Clock wires, drivers and flops:
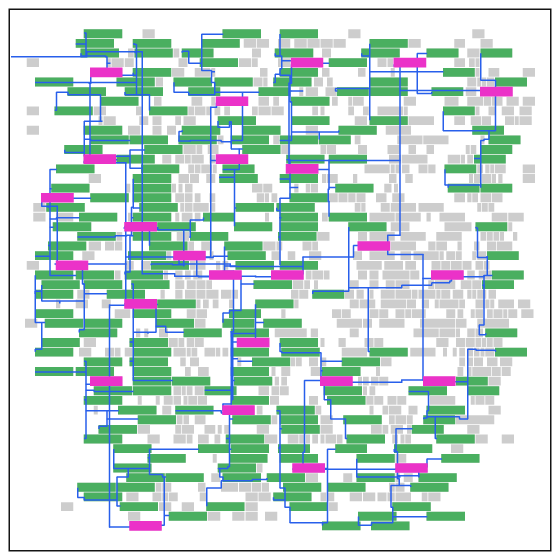
Where the registers sit:
Other sequential cells in the stronger gray, the rest of the logic in the fainter gray.
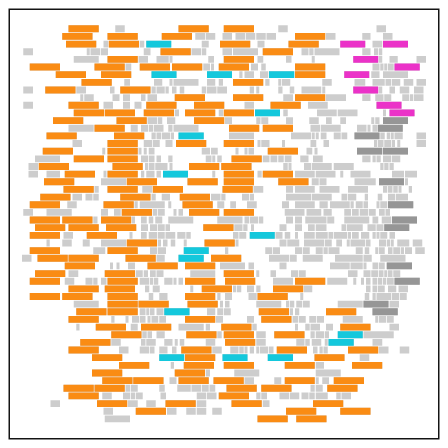
Routed metal per tile:
Bar = 50 um. The die is cut into 30 by 30 equal tiles; dark purple is low, yellow is high, scaled to the fullest tile. Values are wire area over tile area, all layers added.
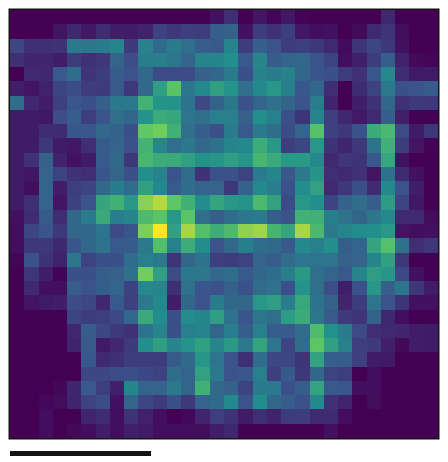
Met4 routing:
Bar = 50 um. Supply wires on this layer in gray.
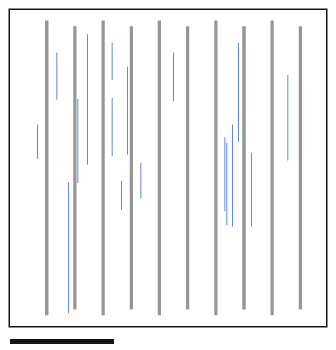
Placement view:
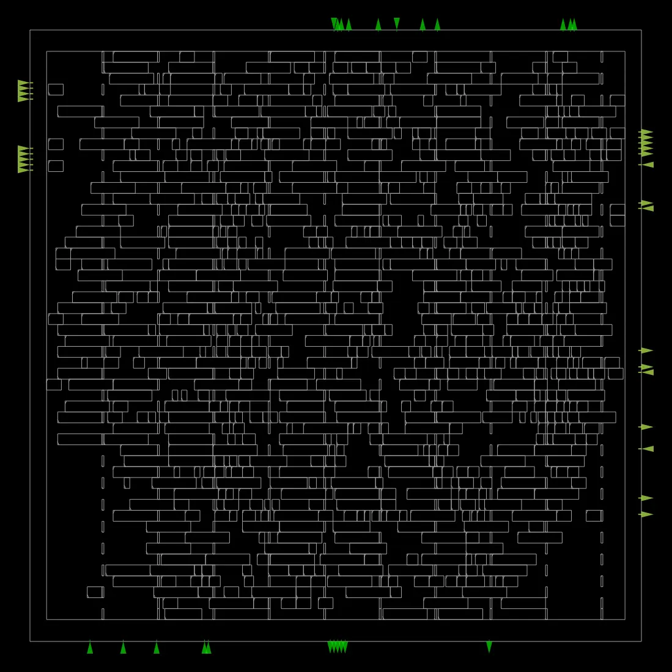
===== config.mk =====
export PLATFORM = sky130hd
export DESIGN_NAME = conv_frame_bridge
export DESIGN_NICKNAME = d
export VERILOG_FILES = /design/src/rtl/conv_frame_bridge.sv
export SDC_FILE = /design/constraint.sdc
export NUM_CORES = 1
export LEC_CHECK = 0
export CAP_MARGIN = 10
export CORE_MARGIN = 4
export CORE_UTILIZATION = 45
export DETAILED_ROUTE_END_ITERATION = 10
export GPL_ROUTABILITY_DRIVEN = 0
export PLACE_DENSITY_LB_ADDON = 0.12
export SLEW_MARGIN = 10
export SYNTH_ARGS = -nofsm -noshare
export SYNTH_HDL_FRONTEND = slang
export SYNTH_SLANG_ARGS = --single-unit

===== constraint.sdc =====
create_clock -name clk -period 2.2 [get_ports clk]
set_input_delay 0.44 -clock clk [delete_from_list [all_inputs] [get_ports clk]]
set_output_delay 0.44 -clock clk [all_outputs]
set_load 0.01 [all_outputs]

===== src/rtl/conv_frame_bridge.sv =====
// conv_frame_bridge
// Buffers one complete frame from an upstream conv block (y stream), then
// replays it, zero-padded to OUT_LEN words, into the next conv block
// (x stream). Filling and draining never overlap: while a frame is being
// replayed the upstream is held off.
//
// The RAM read register doubles as the x_data output register. Padding
// positions and idle cycles load zero into it instead of RAM contents.
// As a result x_data is always registered and is 0 whenever x_valid is 0.

module conv_frame_bridge #(
    parameter int WIDTH   = 16,
    parameter int IN_LEN  = 11,
    parameter int OUT_LEN = 16
) (
    input  logic             clk,
    input  logic             reset,
    input  logic [WIDTH-1:0] y_data,
    input  logic             y_valid,
    output logic             y_ready,
    output logic [WIDTH-1:0] x_data,
    output logic             x_valid,
    input  logic             x_ready,
    output logic [7:0]       frame_count
);

    // Write index only ever addresses stored words. The read index must also
    // count the padding positions beyond IN_LEN.
    localparam int WA = (IN_LEN > 1) ? $clog2(IN_LEN) : 1;
    localparam int RA = $clog2(OUT_LEN + 1);

    typedef enum logic [1:0] {
        ST_FILL  = 2'd0,
        ST_LOAD  = 2'd1,
        ST_DRAIN = 2'd2
    } state_t;

    state_t           state_q;
    logic [WA-1:0]    wr_idx_q;
    logic [RA-1:0]    rd_idx_q;
    logic             y_ready_q;
    logic             x_valid_q;
    logic [WIDTH-1:0] x_data_q;
    logic [7:0]       frame_count_q;

    logic [WIDTH-1:0] mem_q [IN_LEN];

    logic             y_hs_s;
    logic             x_hs_s;
    logic [RA-1:0]    rd_next_s;
    logic [RA-1:0]    rd_addr_s;
    logic             rd_in_range_s;
    logic [WA-1:0]    mem_addr_s;

    // Handshakes and the RAM read address presented this cycle.
    always_comb begin
        y_hs_s    = y_valid & y_ready_q;
        x_hs_s    = x_valid_q & x_ready;
        rd_next_s = rd_idx_q + {{(RA-1){1'b0}}, 1'b1};
        case (state_q)
            ST_LOAD: begin
                rd_addr_s = {RA{1'b0}};
            end
            ST_DRAIN: begin
                // Advance only on a handshake so a stalled word is re-read unchanged.
                if (x_hs_s) begin
                    rd_addr_s = rd_next_s;
                end else begin
                    rd_addr_s = rd_idx_q;
                end
            end
            default: begin
                rd_addr_s = {RA{1'b0}};
            end
        endcase
        rd_in_range_s = (rd_addr_s < RA'(IN_LEN));
        // Clamp padding addresses so the RAM is never indexed past its depth.
        if (rd_in_range_s) begin
            mem_addr_s = WA'(rd_addr_s);
        end else begin
            mem_addr_s = {WA{1'b0}};
        end
    end

    // Frame store write port. Writes happen only on accepted y words, and
    // y_ready is high only in FILL.
    always_ff @(posedge clk) begin
        if (y_hs_s) begin
            mem_q[wr_idx_q] <= y_data;
        end
    end

    // Fill/load/drain sequencer with registered stream outputs and frame counter.
    always_ff @(posedge clk or posedge reset) begin
        if (reset) begin
            state_q       <= ST_FILL;
            wr_idx_q      <= {WA{1'b0}};
            rd_idx_q      <= {RA{1'b0}};
            y_ready_q     <= 1'b0;
            x_valid_q     <= 1'b0;
            x_data_q      <= {WIDTH{1'b0}};
            frame_count_q <= 8'd0;
        end else begin
            case (state_q)
                ST_FILL: begin
                    x_valid_q <= 1'b0;
                    x_data_q  <= {WIDTH{1'b0}};
                    // Raised here too, so y_ready comes up one cycle after reset release.
                    y_ready_q <= 1'b1;
                    if (y_hs_s) begin
                        if (wr_idx_q == WA'(IN_LEN - 1)) begin
                            state_q   <= ST_LOAD;
                            wr_idx_q  <= {WA{1'b0}};
                            y_ready_q <= 1'b0;
                        end else begin
                            wr_idx_q  <= wr_idx_q + {{(WA-1){1'b0}}, 1'b1};
                        end
                    end
                end
                ST_LOAD: begin
                    // Address 0 is presented. Word 0 lands in the output register.
                    state_q   <= ST_DRAIN;
                    rd_idx_q  <= {RA{1'b0}};
                    y_ready_q <= 1'b0;
                    x_valid_q <= 1'b1;
                    x_data_q  <= rd_in_range_s ? mem_q[mem_addr_s] : {WIDTH{1'b0}};
                end
                ST_DRAIN: begin
                    y_ready_q <= 1'b0;
                    if (x_hs_s) begin
                        if (rd_idx_q == RA'(OUT_LEN - 1)) begin
                            state_q       <= ST_FILL;
                            rd_idx_q      <= {RA{1'b0}};
                            x_valid_q     <= 1'b0;
                            x_data_q      <= {WIDTH{1'b0}};
                            y_ready_q     <= 1'b1;
                            frame_count_q <= frame_count_q + 8'd1;
                        end else begin
                            rd_idx_q  <= rd_next_s;
                            x_valid_q <= 1'b1;
                            x_data_q  <= rd_in_range_s ? mem_q[mem_addr_s] : {WIDTH{1'b0}};
                        end
                    end else begin
                        // Stalled: hold the presented word until it is taken.
                        rd_idx_q  <= rd_idx_q;
                        x_valid_q <= 1'b1;
                        x_data_q  <= x_data_q;
                    end
                end
                default: begin
                    state_q   <= ST_FILL;
                    wr_idx_q  <= {WA{1'b0}};
                    rd_idx_q  <= {RA{1'b0}};
                    y_ready_q <= 1'b0;
                    x_valid_q <= 1'b0;
                    x_data_q  <= {WIDTH{1'b0}};
                end
            endcase
        end
    end

    assign y_ready     = y_ready_q;
    assign x_valid     = x_valid_q;
    assign x_data      = x_data_q;
    assign frame_count = frame_count_q;

endmodule


==> flow_summary_export.csv <==
group,metric,value,unit
run_status,result_of_the_run,"finished, violations left",
run_status,failing_checks,"negative setup slack",
power,comb_power_share,14.4,%
route,drt_iter0_markers,568,
grt,grt_usage,20.7,%
timing,max-slew-margin-rel,63.8,%
grt,gr-usage-met1,28.4,%
finish,largest_reg_flops,176,
grt,global_route_wire_length_before_repair,37.6,mm
synth,synthTopCellsByCount,"176 x sky130_fd_sc_hd__edfxtp_1, 50 x sky130_fd_sc_hd__nand2_1, 40 x sky130_fd_sc_hd__nand3_1, 37 x sky130_fd_sc_hd__dfrtp_1, 33 x sky130_fd_sc_hd__mux2i_1",
grt,pin_count_of_the_biggest_net_entering_global_routing,57,
setup_path,path_delay_family,"AND-OR/OR-AND gates",
route,met2_wirelength,11.8,mm
clock_network,cts_setup_buffers,0,
timing,final_tally_of_setup_violations,16,
timing,hold_viol,0,
synth,post-synth-top-count-cell,"sky130_fd_sc_hd__edfxtp_1",
power,leakagePower,0.00441,uW
power,seqPwrFrac,48.2,%
route,wl_met3,1.65,mm
grt,number_of_antenna_violations_at_the_first_check_in_global_routing,0,
finish,finish.net_count,831,
setup_path,timing.critical_path.to,"x_data[9]",
timing,totalNegativeSetupSlack,-3.20,ns
setup_path,max_stage_delay,0.38,ns
place,place.port_buffers,45,
worst_hold_path,min-delay-path-class,"in2async",
die,fp_util,46.0,%
setup_path,worst-endpoint-arrival,2.86,ns
die,floorplan.die_area,23200,um2
finish,num-nonclk-inverters,27,
timing,final.hold.worst_slack,0.369,ns
place,placement.setup.worst_slack,-0.580,ns
setup_path,rr_startpoint,"rd_idx_q[1]",
grt,global_route.usage.met2,34.7,%
die,floorplan.tapcells,270,
synth,synth.avg_cell_area,13.5,um2
die,fp.coreArea,20400,um2
setup_path,crit_required,2.64,ns
synth,distinct_cells_synth,58,
power,power_per_cell_area,879,nW/um2
finish,non_clock_buffer_count,133,
synth,post_synth_inst_count,695,
timing,tightest_slew,0.543,ns
synth,synth.top_cells.by_area,"sky130_fd_sc_hd__edfxtp_1 56%, sky130_fd_sc_hd__dfrtp_1 9.9%, sky130_fd_sc_hd__mux2i_1 3.5%",
clock_network,cts_htree_levels,1,
grt,first_global_vias,6409,
power,switching_share,25.6,%
timing,worst_slack,-0.224,ns
clock_network,cts_inserted_buffers,25,
finish,num-fill-cells,1596,
clock_network,root_buffer,"sky130_fd_sc_hd__clkbuf_16",
die,rows,52,
finish,clkbuf_count,39,
synth,topCombFamilyByArea,"AND-OR/OR-AND gates",
clock_network,cts-resized-gates,5,
synth,fa_ha_area_share,0.936,%
power,switching_power,2640,uW
finish,largest_register,"mem_q",
route,wl_met1,10.6,mm
synth,yosys_register_bits,213,
route,post_drt_via_cell_ratio,5.85,
grt,met3_usage,3.32,%
synth,yosys_cells,695,
flow_run,drv_cap,0,
power,internal_power,7650,uW
setup_path,worstPathBufferInverterCount,4,
synth,ys_async_sr_fraction,17.4,%
synth,synth-xor-area-share,1.31,%
## Picture notes: 'clock wires, drivers and flops'
green -> flip-flops  # count 213
blue -> clock wires  # length 2500 um
magenta -> clock-net drivers  # count 25
routed clock nets = 26
clock network power: 3850 uW
clock share of power: 37.4%
maximum clock skew at final layout: 0.0147 ns
later-pin clock latency in the skew report: 0.53 ns

## Picture notes: 'where the registers sit'
magenta -> `frame_count`  # flops 8, where top right
orange -> `mem_q`  # flops 176
cyan -> `x_data`  # flops 16
combined flip-flop and latch cell area: 6210 um2
power drawn by the sequential cells: 4960 uW
Final Util: 57.5%
sequential fraction of total cell area: 53.1%

## Picture notes: 'routed metal per tile'
emptiest ninth of the die = bottom left
fullest tile = 0.67
mean over tiles = 0.17
tiles over half the peak = 12%

## Picture notes: 'met4 routing'
main direction = vertical
nets with wire on the layer = 10

## Picture notes: 'placement view'
sequential cells: 213
post-route insts no fill: 1093

No activity file was given, so power comes from the tool's default toggle rates.
